$ cat src/rtl/seg_pkg.sv
// Shared segment encoding for the scan driver: a..g patterns, the {a..g,dp} word, and the BCD lookup.
package seg_pkg;

  localparam int SEG_W = 8;

  localparam logic [6:0] SEG_0     = 7'b1111110;
  localparam logic [6:0] SEG_1     = 7'b0110000;
  localparam logic [6:0] SEG_2     = 7'b1101101;
  localparam logic [6:0] SEG_3     = 7'b1111001;
  localparam logic [6:0] SEG_4     = 7'b0110011;
  localparam logic [6:0] SEG_5     = 7'b1011011;
  localparam logic [6:0] SEG_6     = 7'b1011111;
  localparam logic [6:0] SEG_7     = 7'b1110000;
  localparam logic [6:0] SEG_8     = 7'b1111111;
  localparam logic [6:0] SEG_9     = 7'b1111011;
  localparam logic [6:0] SEG_BLANK = 7'b0000000;

  typedef struct packed {
    logic [6:0] agf;
    logic       dp;
  } seg_word_t;

  function automatic logic [6:0] seg_lookup(input logic [3:0] bcd);
    case (bcd)
      4'd0:    seg_lookup = SEG_0;
      4'd1:    seg_lookup = SEG_1;
      4'd2:    seg_lookup = SEG_2;
      4'd3:    seg_lookup = SEG_3;
      4'd4:    seg_lookup = SEG_4;
      4'd5:    seg_lookup = SEG_5;
      4'd6:    seg_lookup = SEG_6;
      4'd7:    seg_lookup = SEG_7;
      4'd8:    seg_lookup = SEG_8;
      4'd9:    seg_lookup = SEG_9;
      default: seg_lookup = SEG_BLANK;
    endcase
  endfunction

endpackage

$ cat src/rtl/seg_digit_decode.sv
// Combinational BCD + dot + blank -> {a..g,dp}; blanking clears a..g only, dp passes through.
module seg_digit_decode
  import seg_pkg::*;
(
  input  logic [3:0]       i_bcd,
  input  logic             i_dot,
  input  logic             i_blank,
  output logic [SEG_W-1:0] o_seg
);

  seg_word_t w_word;

  always_comb begin
    w_word.agf = i_blank ? SEG_BLANK : seg_lookup(i_bcd);
    w_word.dp  = i_dot;
  end

  assign o_seg = w_word;

endmodule

$ cat src/rtl/seg_scan_driver.sv
// Time-multiplexed N-digit 7-segment driver with dead time and optional leading-zero blanking.
// Define SEG_SCAN_DIM_EN to add the DIM[2:0] PWM brightness input.
module seg_scan_driver
  import seg_pkg::*;
#(
  parameter int NUM_DIGITS = 8,
  parameter int CLK_DIV    = 1000,
  parameter int DEAD_CYC   = 2
) (
  input  logic                    CLK,
  input  logic                    RST,
  input  logic [4*NUM_DIGITS-1:0] BCD_IN,
  input  logic [NUM_DIGITS-1:0]   DOT_IN,
  input  logic                    UPDATE,
  input  logic                    BLANK_EN,
`ifdef SEG_SCAN_DIM_EN
  input  logic [2:0]              DIM,
`endif
  output logic [SEG_W-1:0]        SEG_DATA,
  output logic [NUM_DIGITS-1:0]   SEG_COM
);

  localparam int IDX_W = (NUM_DIGITS > 1) ? $clog2(NUM_DIGITS) : 1;
  localparam int DIV_W = (CLK_DIV > 1) ? $clog2(CLK_DIV) : 1;

  logic [NUM_DIGITS-1:0][3:0] r_bcd;
  logic [NUM_DIGITS-1:0]      r_dot;
  logic [DIV_W-1:0]           r_div_cnt;
  logic [IDX_W-1:0]           r_idx;

  logic [NUM_DIGITS-1:0]      w_lead_zero;
  logic [3:0]                 w_cur_bcd;
  logic                       w_cur_dot;
  logic                       w_cur_blank;
  logic [SEG_W-1:0]           w_seg;
  logic                       w_on;
  logic                       w_div_wrap;

  always_ff @(posedge CLK or negedge RST) begin
    if (!RST) begin
      r_bcd <= '0;
      r_dot <= '0;
    end else if (UPDATE) begin
      r_bcd <= BCD_IN;
      r_dot <= DOT_IN;
    end
  end

  assign w_div_wrap = (r_div_cnt == DIV_W'(CLK_DIV - 1));

  always_ff @(posedge CLK or negedge RST) begin
    if (!RST) begin
      r_div_cnt <= '0;
      r_idx     <= '0;
    end else begin
      r_div_cnt <= w_div_wrap ? '0 : r_div_cnt + 1'b1;
      if (w_div_wrap)
        r_idx <= (r_idx == IDX_W'(NUM_DIGITS - 1)) ? '0 : r_idx + 1'b1;
    end
  end

  // Digit i is part of the leading-zero run when every digit from the top down to i is 0.
  always_comb begin
    logic run;
    run         = 1'b1;
    w_lead_zero = '0;
    for (int i = NUM_DIGITS - 1; i >= 0; i--) begin
      run            = run && (r_bcd[i] == 4'd0);
      w_lead_zero[i] = run;
    end
  end

  assign w_cur_bcd   = r_bcd[r_idx];
  assign w_cur_dot   = r_dot[r_idx];
  assign w_cur_blank = BLANK_EN && (r_idx != '0) && w_lead_zero[r_idx];

  seg_digit_decode u_decode (
    .i_bcd   (w_cur_bcd),
    .i_dot   (w_cur_dot),
    .i_blank (w_cur_blank),
    .o_seg   (w_seg)
  );

`ifdef SEG_SCAN_DIM_EN
  logic [2:0] r_pwm;

  always_ff @(posedge CLK or negedge RST) begin
    if (!RST) r_pwm <= '0;
    else      r_pwm <= r_pwm + 3'd1;
  end

  assign w_on = (r_div_cnt >= DIV_W'(DEAD_CYC)) &&
                ({1'b0, r_pwm} < ({1'b0, DIM} + 4'd1));
`else
  assign w_on = (r_div_cnt >= DIV_W'(DEAD_CYC));
`endif

  always_ff @(posedge CLK or negedge RST) begin
    if (!RST) begin
      SEG_DATA <= '0;
      SEG_COM  <= '1;
    end else if (w_on) begin
      SEG_DATA <= w_seg;
      SEG_COM  <= ~(NUM_DIGITS'(1) << r_idx);
    end else begin
      SEG_DATA <= '0;
      SEG_COM  <= '1;
    end
  end

endmodule

$ cat config.mk
export PLATFORM = sky130hd
export DESIGN_NAME = seg_scan_driver
export DESIGN_NICKNAME = d
export VERILOG_FILES = /design/src/rtl/seg_pkg.sv /design/src/rtl/seg_digit_decode.sv /design/src/rtl/seg_scan_driver.sv
export SDC_FILE = /design/constraint.sdc
export NUM_CORES = 1
export LEC_CHECK = 0
export CORE_ASPECT_RATIO = 1.1
export CORE_MARGIN = 2
export CORE_UTILIZATION = 49
export CTS_BUF_LIST = sky130_fd_sc_hd__clkbuf_4
export DETAILED_ROUTE_END_ITERATION = 6
export PLACE_DENSITY = 0.78
export SLEW_MARGIN = 0
export SYNTH_ARGS = -nofsm -noshare
export SYNTH_HDL_FRONTEND = slang
export SYNTH_HIERARCHICAL = 1
export SYNTH_SLANG_ARGS = --single-unit
$ cat constraint.sdc
create_clock -name CLK -period 2.1 [get_ports CLK]
set_input_delay 0.525 -clock CLK [delete_from_list [all_inputs] [get_ports CLK]]
set_output_delay 0.525 -clock CLK [all_outputs]
set_load 0.1 [all_outputs]
==> flow_summary_export.csv <==
group,metric,value,unit
grt,grt_overflow,0,
power_and_ir_drop,power,2.77,mW
critical_path,crit_required,2400,ps
layout,antenna_cells,0,
placement,dp.cells,410,
logic_synthesis,ys_sh_xor,1.81,%
final_timing,slew_viol_final,0,
grt,antenna_found_initial,0,
power_and_ir_drop,irDropWorstVdd,0.000495,V
power_and_ir_drop,power.switching,0.850,mW
logic_synthesis,ys_ff,69,
layout,finalNetCount,399,
logic_synthesis,synthAdderAreaFrac,4.80,%
routing,drtPass1Iterations,4,
logic_synthesis,synth_stat.cells,269,
routing,top_layer,"met4",
layout,synthToLayoutAreaGrowth,29.7,%
critical_path,cp-start-kind,"flip-flop",
floorplanning,pin_count,60,
critical_path,r2r-start,"r_idx[0]$_DFFE_PN0N_",
logic_synthesis,edf_count,0,
layout,flop_area,1740,um^2
final_timing,setup_viol,0,
power_and_ir_drop,pwr-share-clk,23.9,%
layout,buffers,76,
clocking,root_buffer,"clkbuf_4",
final_timing,hold_slack,60.8,ps
critical_path,cp-startpoint,"r_idx[0]$_DFFE_PN0N_",
floorplanning,tap_cells,82,
layout,layout.cells.non_filler,429,
grt,grt_pass1_vias,2446,
critical_path,crit_type,"reg -> reg",
clocking,path_clk_slew,100,ps
layout,multi_input_comb_cells,180,
routing,route.detailed.drc,0,
power_and_ir_drop,comb_power_share,21.9,%
critical_path,path_max_fanout,6,
clocking,cts_buffer_depth,2,
logic_synthesis,yosysTopAreaCellShare,45.1,%
power_and_ir_drop,switching_share,30.7,%
clocking,insertion_delay,410,ps
routing,wirelength,6460,um
logic_synthesis,ys_sh_simple,13.0,%
routing,wl_met2,3250,um
critical_path,crit_arrival,2360,ps
logic_synthesis,ys_dominant_reg_cell,"dfrtp_1",
grt,grt_start_max_net_pins,49,
logic_synthesis,netlist_area,3390,um^2
layout,lay_top_cells,"dfrtp_1 (61), clkdlybuf4s50_1 (42), mux2_2 (40)",
routing,vias,2315,
final_timing,hold_viol_final,0,
final_timing,finalClockPeriodUsage,98.3,%
logic_synthesis,ys_types,46,
layout,lay_top_count,"dfrtp_1",
placement,dp_hpwl,4860,um
logic_synthesis,synthArstFlopShare,100,%
placement,gp_congestion,0.878,
grt,use_met3,3.82,%
logic_synthesis,yosys.area.top_type,"dfrtp_1",
final_timing,fin_ws,35.6,ps
floorplanning,die_w,83.3,um
critical_path,cpMaxStageDelayCell,"mux4_2",
critical_path,ff2ff_path_depth,10,
logic_synthesis,syn_nets,326,
floorplanning,die_area,7600,um^2
routing,routed_via_density,5.40,
critical_path,cp-endpoint,"SEG_DATA[5]$_DFF_PN0_",
final_timing,relSlewSlack,68.2,%
final_timing,finalClockSkew,10.1,ps
critical_path,crit_path_end_kind,"flip-flop",
floorplanning,die_height,91.2,um
flow_run,cap_viol_max_count,0,
logic_synthesis,yosys_area,3390,um^2
clocking,numCtsBuffers,9,
logic_synthesis,logic_family,"multiplexers",
clocking,htreeDepth,3,
logic_synthesis,synth-seq-area-share,51.3,%
logic_synthesis,yosys.area_share.aoi,4.32,%
clocking,cts_hold_buf,0,
layout,flops,69,
layout,final_area,4400,um^2
layout,combGateArea,1610,um^2
grt,grt_use_met2,29.4,%
final_timing,tightest_slew,478,ps
floorplanning,core_area,6630,um^2
logic_synthesis,synth_cells,269,
power_and_ir_drop,p_int,1.92,mW
min_path,hold_path_class,"in -> async",
critical_path,max_stage_delay,520,ps
power_and_ir_drop,leakage,1.87,nW
logic_synthesis,syn_area_per_cell,12.6,um^2
routing,wl_met3,282,um
placement,placed_area,4180,um^2
final_timing,period_minus_slack,2060,ps
layout,n_all_inverters,6,
placement,pre_cts_ws,-27.7,ps
routing,drtIter0Drc,79,
layout,seq_share,39.5,%
clocking,post-cts-setup-buffer-count,3,
layout,clockBufferCount,9,
critical_path,rrSetupSlack,40,ps
final_timing,grt_setup_unrepaired,"true",
flow_run,tool_warnings,36,
run_status,status,"finished, final reports clean",
layout,buf_share,18.5,%
layout,biggestCellCategory,"registers",
logic_synthesis,mux_area_share,20.6,%
logic_synthesis,ys_top_cells_by_count,"dfrtp_1 (61), mux2_2 (40), nand2_1 (27)",
final_timing,fmax,0.484,GHz
routing,ant_nets,0,
floorplanning,std_cell_rows,31,
grt,grt_pass1_wl,11300,um
clocking,postCtsResizedCells,2,
logic_synthesis,ys_warn_count,6,
critical_path,crit_chain,"buf_6, mux4_2, nand2_2, nand2_4, inv_2, ha_1, nor2b_2, o22ai_1, nor2b_1, and2_1",
power_and_ir_drop,p_seq_share,54.2,%
layout,drive_gt1_share,36.9,%
layout,n_fill_cell,489,
critical_path,r2r_end,"SEG_DATA[5]$_DFF_PN0_",
floorplanning,fp_util,51.1,%
## critical path, delay by kind of cell, from the launching register on
family | cells | cell delay (ps)
buf+inv | 2 | 230
mux | 1 | 520
compound gates | 1 | 80
flops | 1 | 410
simple gates | 5 | 550
fa+ha+maj | 1 | 170
## registers in the layout, indices dropped and copies added (netlist names)
name and cells:
SEG_COM 8, SEG_DATA 8, r_bcd 32, r_div_cnt 10, r_dot 8, r_idx 3
## power by group through the flow
stage / Combinational, mW / Clock [mW] / Sequential (mW)
after floorplan: 0.216 / 0 / 1.69
after global placement: 0.587 / 0 / 1.52
after detailed placement: 0.597 / 0 / 1.52
after CTS: 0.599 / 0.687 / 1.50
after global routing: 0.652 / 0.754 / 1.52
final: 0.608 / 0.663 / 1.50
Logic cells by family:
Bar = 20 um.
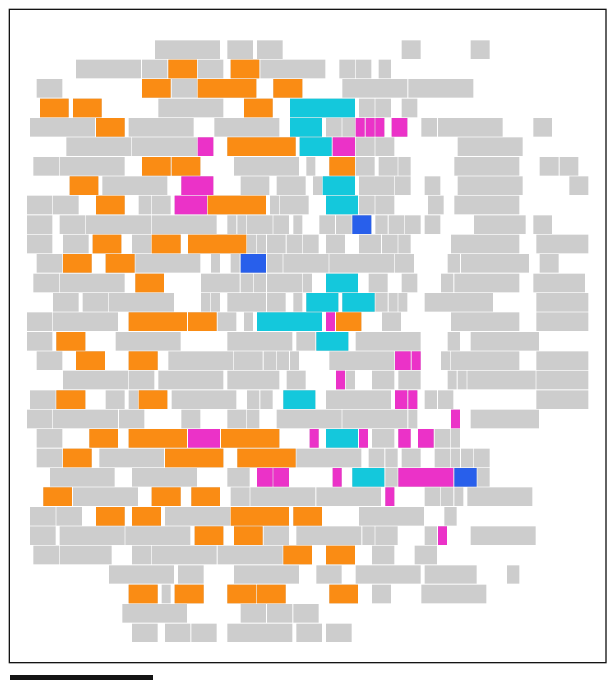
AND-OR and OR-AND gates: in blue, cells 3. adder and majority cells: in cyan, cells 13. multiplexers: in orange, cells 52. NOR gates: in magenta, cells 26.

A small window of the routed layout:
Bar = 10 um. Region (42, 3) to (82, 43) um. Cells in gray, sequential cells in the stronger gray; small squares are vias.
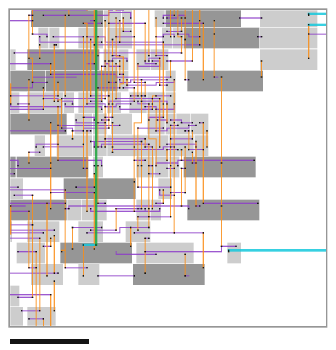
metal 4: in green. metal 1: in purple. metal 3: in cyan. metal 2: in orange.
71 logic cells have their middle in the window. Netlist names of flops here include r_div_cnt (9), SEG_COM (3), r_bcd (2). Sequential cells in the window: 14. Most frequent: dfrtp_1 (11), nor2_1 (9), nand2_1 (7).

Congestion heat map:
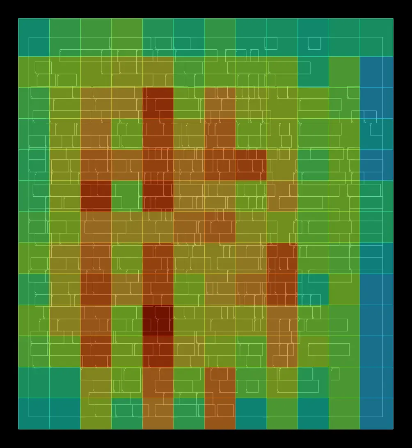
Global Route Usage Sum: 18.5%
busiest grt layer: met2
Layout Utilization: 66.3%
routed length per instance: 15.1 um

Met1 routing:
Bar = 20 um. Supply wires on this layer in gray.
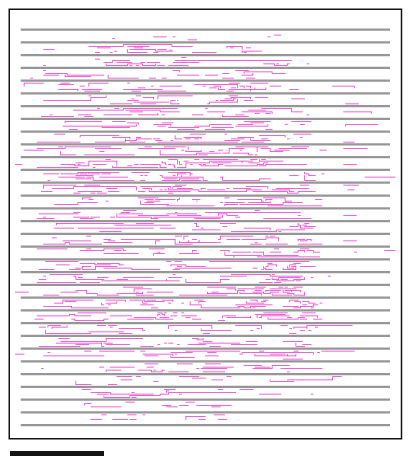
The wires run mostly horizontal. The layer carries 2790 um of wire.

Met3 routing:
Bar = 20 um. Cells faint in the background.
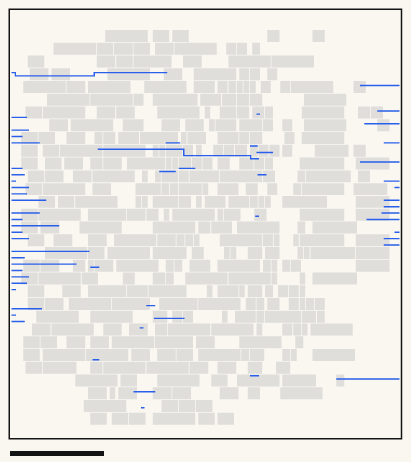
The longest straight run is 18.2 um. 48 nets have wire on it. The layer carries 282 um of wire.

No activity file was given, so power comes from the tool's default toggle rates.
